===== src/rtl/weighted_mixer_pkg.sv =====
`default_nettype none
// ============================================================================
// Module      : weighted_mixer_pkg
// Description : Shared types, limits and sizing helper for the weighted mixer.
// Revision    : 1.0 - initial release
// ============================================================================
package weighted_mixer_pkg;

    localparam int SAMPLE_MAX = 32767;
    localparam int SAMPLE_MIN = -32768;

    typedef logic signed [15:0] sample_t;
    typedef logic signed [15:0] gain_t;

    typedef enum logic [1:0] {
        IDLE   = 2'd0,
        MAC    = 2'd1,
        DRAIN  = 2'd2,
        OUTPUT = 2'd3
    } mixer_state_t;

    // Full product width plus headroom for summing n products.
    function automatic int acc_width(input int n);
        return 32 + $clog2(n);
    endfunction

endpackage
`default_nettype wire


===== src/rtl/audio_saturate.sv =====
`default_nettype none
// ============================================================================
// Module      : audio_saturate
// Description : Arithmetic right shift (floor) then clamp to signed 16 bits.
// Revision    : 1.0 - initial release
// ============================================================================
module audio_saturate
    import weighted_mixer_pkg::*;
#(
    parameter int IN_W  = 34,
    parameter int SHIFT = 14
) (
    input  logic signed [IN_W-1:0] i_value,
    output sample_t                o_sample,
    output logic                   o_clipped
);

    localparam logic signed [IN_W-1:0] c_max = IN_W'(SAMPLE_MAX);
    localparam logic signed [IN_W-1:0] c_min = IN_W'(SAMPLE_MIN);

    logic signed [IN_W-1:0] w_shifted;

    assign w_shifted = i_value >>> SHIFT;

    always_comb begin
        o_sample  = w_shifted[15:0];
        o_clipped = 1'b0;
        if (w_shifted > c_max) begin
            o_sample  = 16'sh7FFF;
            o_clipped = 1'b1;
        end else if (w_shifted < c_min) begin
            o_sample  = 16'sh8000;
            o_clipped = 1'b1;
        end
    end

endmodule
`default_nettype wire


===== src/rtl/weighted_summing_mixer.sv =====
`default_nettype none
// ============================================================================
// Module      : weighted_summing_mixer
// Description : Time-shared MAC summing NUM_CHANNELS gain-weighted voices into
//               one saturated 16-bit sample per audio_clk_en.
//               Optional macro WEIGHTED_MIXER_CLIP_EN adds clip / clip_count.
// Revision    : 1.0 - initial release
// ============================================================================
module weighted_summing_mixer
    import weighted_mixer_pkg::*;
#(
    parameter int NUM_CHANNELS   = 4,
    parameter int GAIN_FRAC_BITS = 14
) (
    input  logic                      clk,
    input  logic                      I_RSTn,
    input  logic                      audio_clk_en,
    input  logic [NUM_CHANNELS*16-1:0] in,
    input  logic [NUM_CHANNELS*16-1:0] gain,
    output logic signed [15:0]        out,
    output logic                      out_valid,
`ifdef WEIGHTED_MIXER_CLIP_EN
    output logic                      clip,
    output logic [7:0]                clip_count,
`endif
    output logic                      overrun
);

    localparam int ACC_W = acc_width(NUM_CHANNELS);
    localparam int CNT_W = $clog2(NUM_CHANNELS);
    localparam logic [CNT_W-1:0] c_last = CNT_W'(NUM_CHANNELS - 1);

    sample_t                 w_in   [NUM_CHANNELS];
    gain_t                   w_gain [NUM_CHANNELS];
    logic signed [31:0]      w_prod;
    sample_t                 w_sat;
    logic signed [ACC_W-1:0] w_prod_ext;

    mixer_state_t            r_state;
    logic [CNT_W-1:0]        r_cnt;
    sample_t                 r_snap_in   [NUM_CHANNELS];
    gain_t                   r_snap_gain [NUM_CHANNELS];
    logic signed [31:0]      r_prod;
    logic signed [ACC_W-1:0] r_acc;
    sample_t                 r_out;
    logic                    r_out_valid;
    logic                    r_overrun;

    generate
        for (genvar k = 0; k < NUM_CHANNELS; k++) begin : g_unpack
            assign w_in[k]   = in[16*k +: 16];
            assign w_gain[k] = gain[16*k +: 16];
        end
    endgenerate

    assign w_prod     = r_snap_in[r_cnt] * r_snap_gain[r_cnt];
    assign w_prod_ext = {{(ACC_W-32){r_prod[31]}}, r_prod};

`ifdef WEIGHTED_MIXER_CLIP_EN
    logic       w_clipped;
    logic       r_clip;
    logic [7:0] r_clip_count;
`else
    logic       w_unused_clip;
`endif

    audio_saturate #(
        .IN_W  (ACC_W),
        .SHIFT (GAIN_FRAC_BITS)
    ) u_sat (
        .i_value   (r_acc),
        .o_sample  (w_sat),
`ifdef WEIGHTED_MIXER_CLIP_EN
        .o_clipped (w_clipped)
`else
        .o_clipped (w_unused_clip)
`endif
    );

    // The product register adds one cycle of pipeline, so the accumulator
    // always folds in the product from the previous MAC cycle.
    always_ff @(posedge clk or negedge I_RSTn) begin
        if (!I_RSTn) begin
            r_state     <= IDLE;
            r_cnt       <= '0;
            r_prod      <= '0;
            r_acc       <= '0;
            r_out       <= '0;
            r_out_valid <= 1'b0;
            r_overrun   <= 1'b0;
            for (int k = 0; k < NUM_CHANNELS; k++) begin
                r_snap_in[k]   <= '0;
                r_snap_gain[k] <= '0;
            end
`ifdef WEIGHTED_MIXER_CLIP_EN
            r_clip       <= 1'b0;
            r_clip_count <= '0;
`endif
        end else begin
            r_out_valid <= 1'b0;
            r_overrun   <= audio_clk_en && (r_state != IDLE);
`ifdef WEIGHTED_MIXER_CLIP_EN
            r_clip      <= 1'b0;
`endif
            case (r_state)
                IDLE: begin
                    if (audio_clk_en) begin
                        for (int k = 0; k < NUM_CHANNELS; k++) begin
                            r_snap_in[k]   <= w_in[k];
                            r_snap_gain[k] <= w_gain[k];
                        end
                        r_acc   <= '0;
                        r_prod  <= '0;
                        r_cnt   <= '0;
                        r_state <= MAC;
                    end
                end
                MAC: begin
                    r_prod <= w_prod;
                    r_acc  <= r_acc + w_prod_ext;
                    if (r_cnt == c_last) begin
                        r_state <= DRAIN;
                    end else begin
                        r_cnt <= r_cnt + 1'b1;
                    end
                end
                DRAIN: begin
                    r_acc   <= r_acc + w_prod_ext;
                    r_state <= OUTPUT;
                end
                OUTPUT: begin
                    r_out       <= w_sat;
                    r_out_valid <= 1'b1;
                    r_cnt       <= '0;
                    r_state     <= IDLE;
`ifdef WEIGHTED_MIXER_CLIP_EN
                    if (w_clipped) begin
                        r_clip <= 1'b1;
                        if (r_clip_count != 8'hFF) begin
                            r_clip_count <= r_clip_count + 8'd1;
                        end
                    end
`endif
                end
                default: r_state <= IDLE;
            endcase
        end
    end

    assign out       = r_out;
    assign out_valid = r_out_valid;
    assign overrun   = r_overrun;
`ifdef WEIGHTED_MIXER_CLIP_EN
    assign clip       = r_clip;
    assign clip_count = r_clip_count;
`endif

endmodule
`default_nettype wire


===== config.mk =====
export PLATFORM = sky130hd
export DESIGN_NAME = weighted_summing_mixer
export DESIGN_NICKNAME = d
export VERILOG_FILES = /design/src/rtl/weighted_mixer_pkg.sv /design/src/rtl/audio_saturate.sv /design/src/rtl/weighted_summing_mixer.sv
export SDC_FILE = /design/constraint.sdc
export NUM_CORES = 1
export LEC_CHECK = 0
export ABC_AREA = 1
export ABC_CLOCK_PERIOD_IN_PS = 8300
export CAP_MARGIN = 15
export CORE_MARGIN = 2
export CORE_UTILIZATION = 60
export CTS_CLUSTER_DIAMETER = 50
export DETAILED_ROUTE_END_ITERATION = 12
export HOLD_SLACK_MARGIN = 0.15
export PLACE_DENSITY = 0.78
export SYNTH_ARGS = -nofsm -noshare
export SYNTH_HDL_FRONTEND = slang
export SYNTH_SLANG_ARGS = --single-unit

===== constraint.sdc =====
create_clock -name clk -period 8.3 [get_ports clk]
set_clock_uncertainty 0.2 [all_clocks]
set_input_delay 0.83 -clock clk [delete_from_list [all_inputs] [get_ports clk]]
set_output_delay 0.83 -clock clk [all_outputs]
set_load 0.005 [all_outputs]

==> images/clock_map.png <==
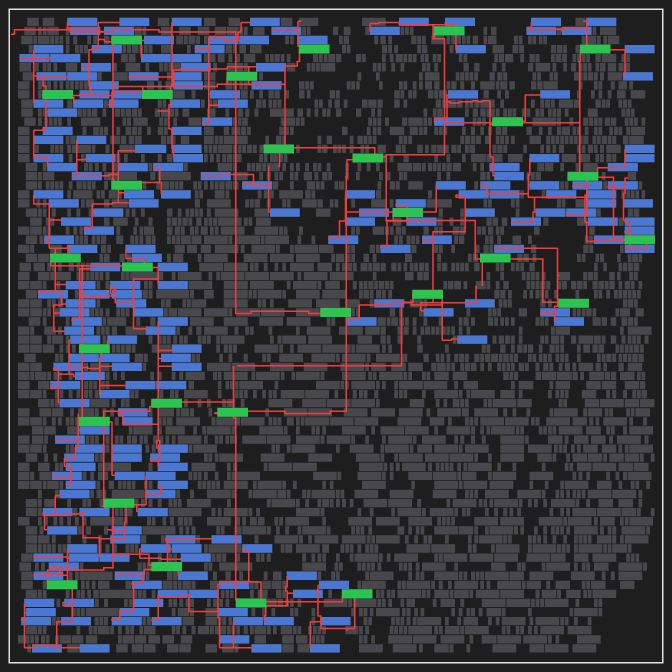
legend:
  red:
    item: clock wires
    length: 3,100 µm
  green:
    item: cells driving clock nets
    count: 29
  blue:
    item: flip-flops
    count: 216
routed clock nets: 30

==> images/pins.png <==
Pins as bars across the die edge, other pins in grey.
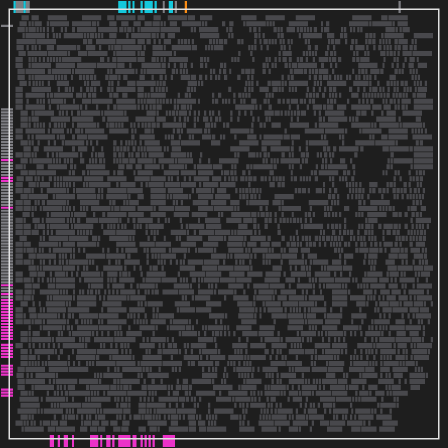
legend:
  orange:
    port: out_valid
    pins: 1
    direction: output
    edge: north
  magenta:
    port: in
    pins: 64
    direction: input
    edge: 32 west, 32 south
  cyan:
    port: out
    pins: 16
    direction: output
    edge: north
all pins by edge: 91 west, 32 south, 26 north

==> images/met4.png <==
Scale bar: 50 µm.
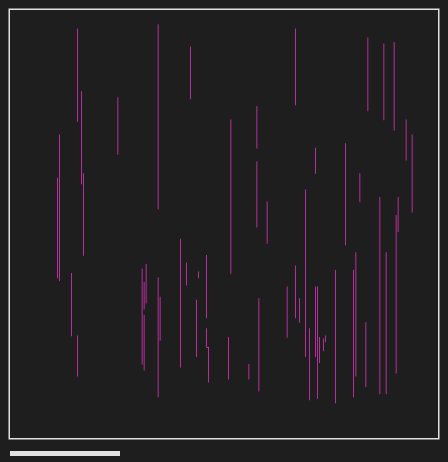
wire length on this layer: 1,930 µm
share of all routed wire: 3.1%
nets with wire on the layer: 42
main direction: vertical
longest straight run: 89.8 µm

==> images/drive_strength.png <==
Scale bar: 50 µm.
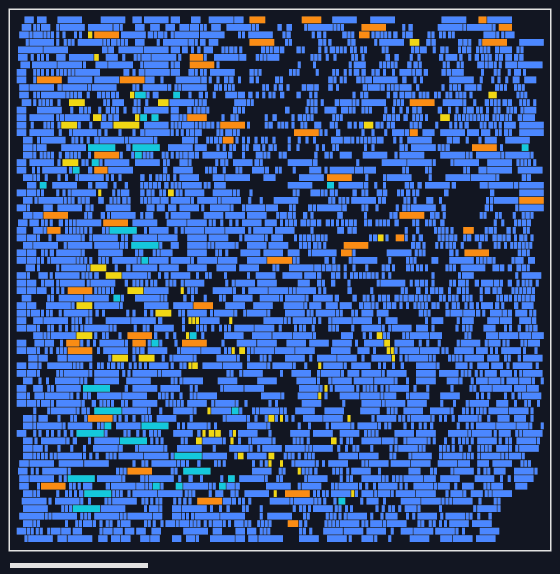
legend:
  orange:
    size: drive 6 and up
    cells: 47
    share: 1.6%
  cyan:
    size: drive 3 to 4
    cells: 35
    share: 1.2%
  yellow:
    size: drive 2
    cells: 61
    share: 2.0%
  blue:
    size: drive 1 or less
    cells: 2,842
    share: 95%

==> images/final_clocks.png <==
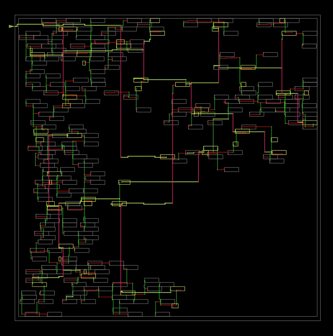
Late-Pin Clk Latency: 0.59 ns
seq_cells: 216
clock buffer count: 38
clk sinks: 216

==> reports/results.ini <==
[global_route]
use_met2_pct = 55.0
grt.overflow.total = 0

[yosys]
top_area_share_pct = 24.6
mux_share_pct = 0.0513
top_cells_by_area = dfrtp_1, fa_1, nand2_1
yosysWarnings = 0
yosysCellCount = 2847
common_cells = nand2_1, inv_1, fa_1, nor2_1, dfrtp_1
synthArstFlopShare_pct = 100
yosys.area.top_type = dfrtp_1
topCombFamilyByArea = adder cells
ys_sh_aoi_pct = 8.70

[finish]
buf_share_pct = 6.76
ff_latch_area_um2 = 5410
top_area_cell_class = logic gates
final_layout_size_suffix_gt1_share_pct = 4.79
logic_gate_count = 2058
final_cell_count_no_fill = 3453

[sta]
max_slew.worst_pin.slew_ns = 1.01
setup_viol = 0
period_needed_ns = 7.96
finalSetupTns_ns = 0
timing.final.crit_share_pct = 95.9

[clock_network]
clk_path_buf_depth = 3
cts_setup_buffers = 0
cts_resized = 0

[placement]
dp.final_hpwl_um = 50500
placed_cell_area_um2 = 23700
place_congestion = 0.944

[routing]
vias = 19000
drc_errors = 0
via_per_inst = 5.52
drt_wl_total_um = 62800
dr_wl_met3_um = 5540
final_antenna_net_count = 0

[min_path]
hp-start = r_snap_in[53]$_DFFE_PN0P_

[critical_path]
worst-path-max-fanout = 34
path_delay_family = adder cells
endpoint_kind = flip-flop
cp_num_buf_inv = 5
critPathArrivalTime_ns = 8.24
cp-startpoint = r_cnt[1]$_DFFE_PN0P_
critPathKind = flip-flop to flip-flop
start_kind = flip-flop

[floorplanning]
ioPinCount = 149
fp_util_pct = 60.4
dieArea_um2 = 38100

[status]
status = complete, no violations

==> logic make-up after synthesis <==
| kind of cell | Yosys count |
|---|---|
| adder cells (fa/ha/maj) | 383 |
| AND-OR/OR-AND | 268 |
| multiplexers | 1 |
| buffers and inverters | 573 |
| flip-flops | 216 |
| XOR/XNOR | 9 |
| AND/OR/NAND/NOR | 1397 |
==> tightest hold or removal path: cells and delay by family, from the launching register on <==
kind          cells  cell delay (ns)
simple gates      2             0.11
flops             1             0.34
==> repair_timing <==
| action | in CTS | in global routing |
|---|---|---|
| hold buffers | 1 | 0 |
| endpoints found under the hold margin | 51 | 0 |
| endpoints found under the setup margin | 0 | 0 |
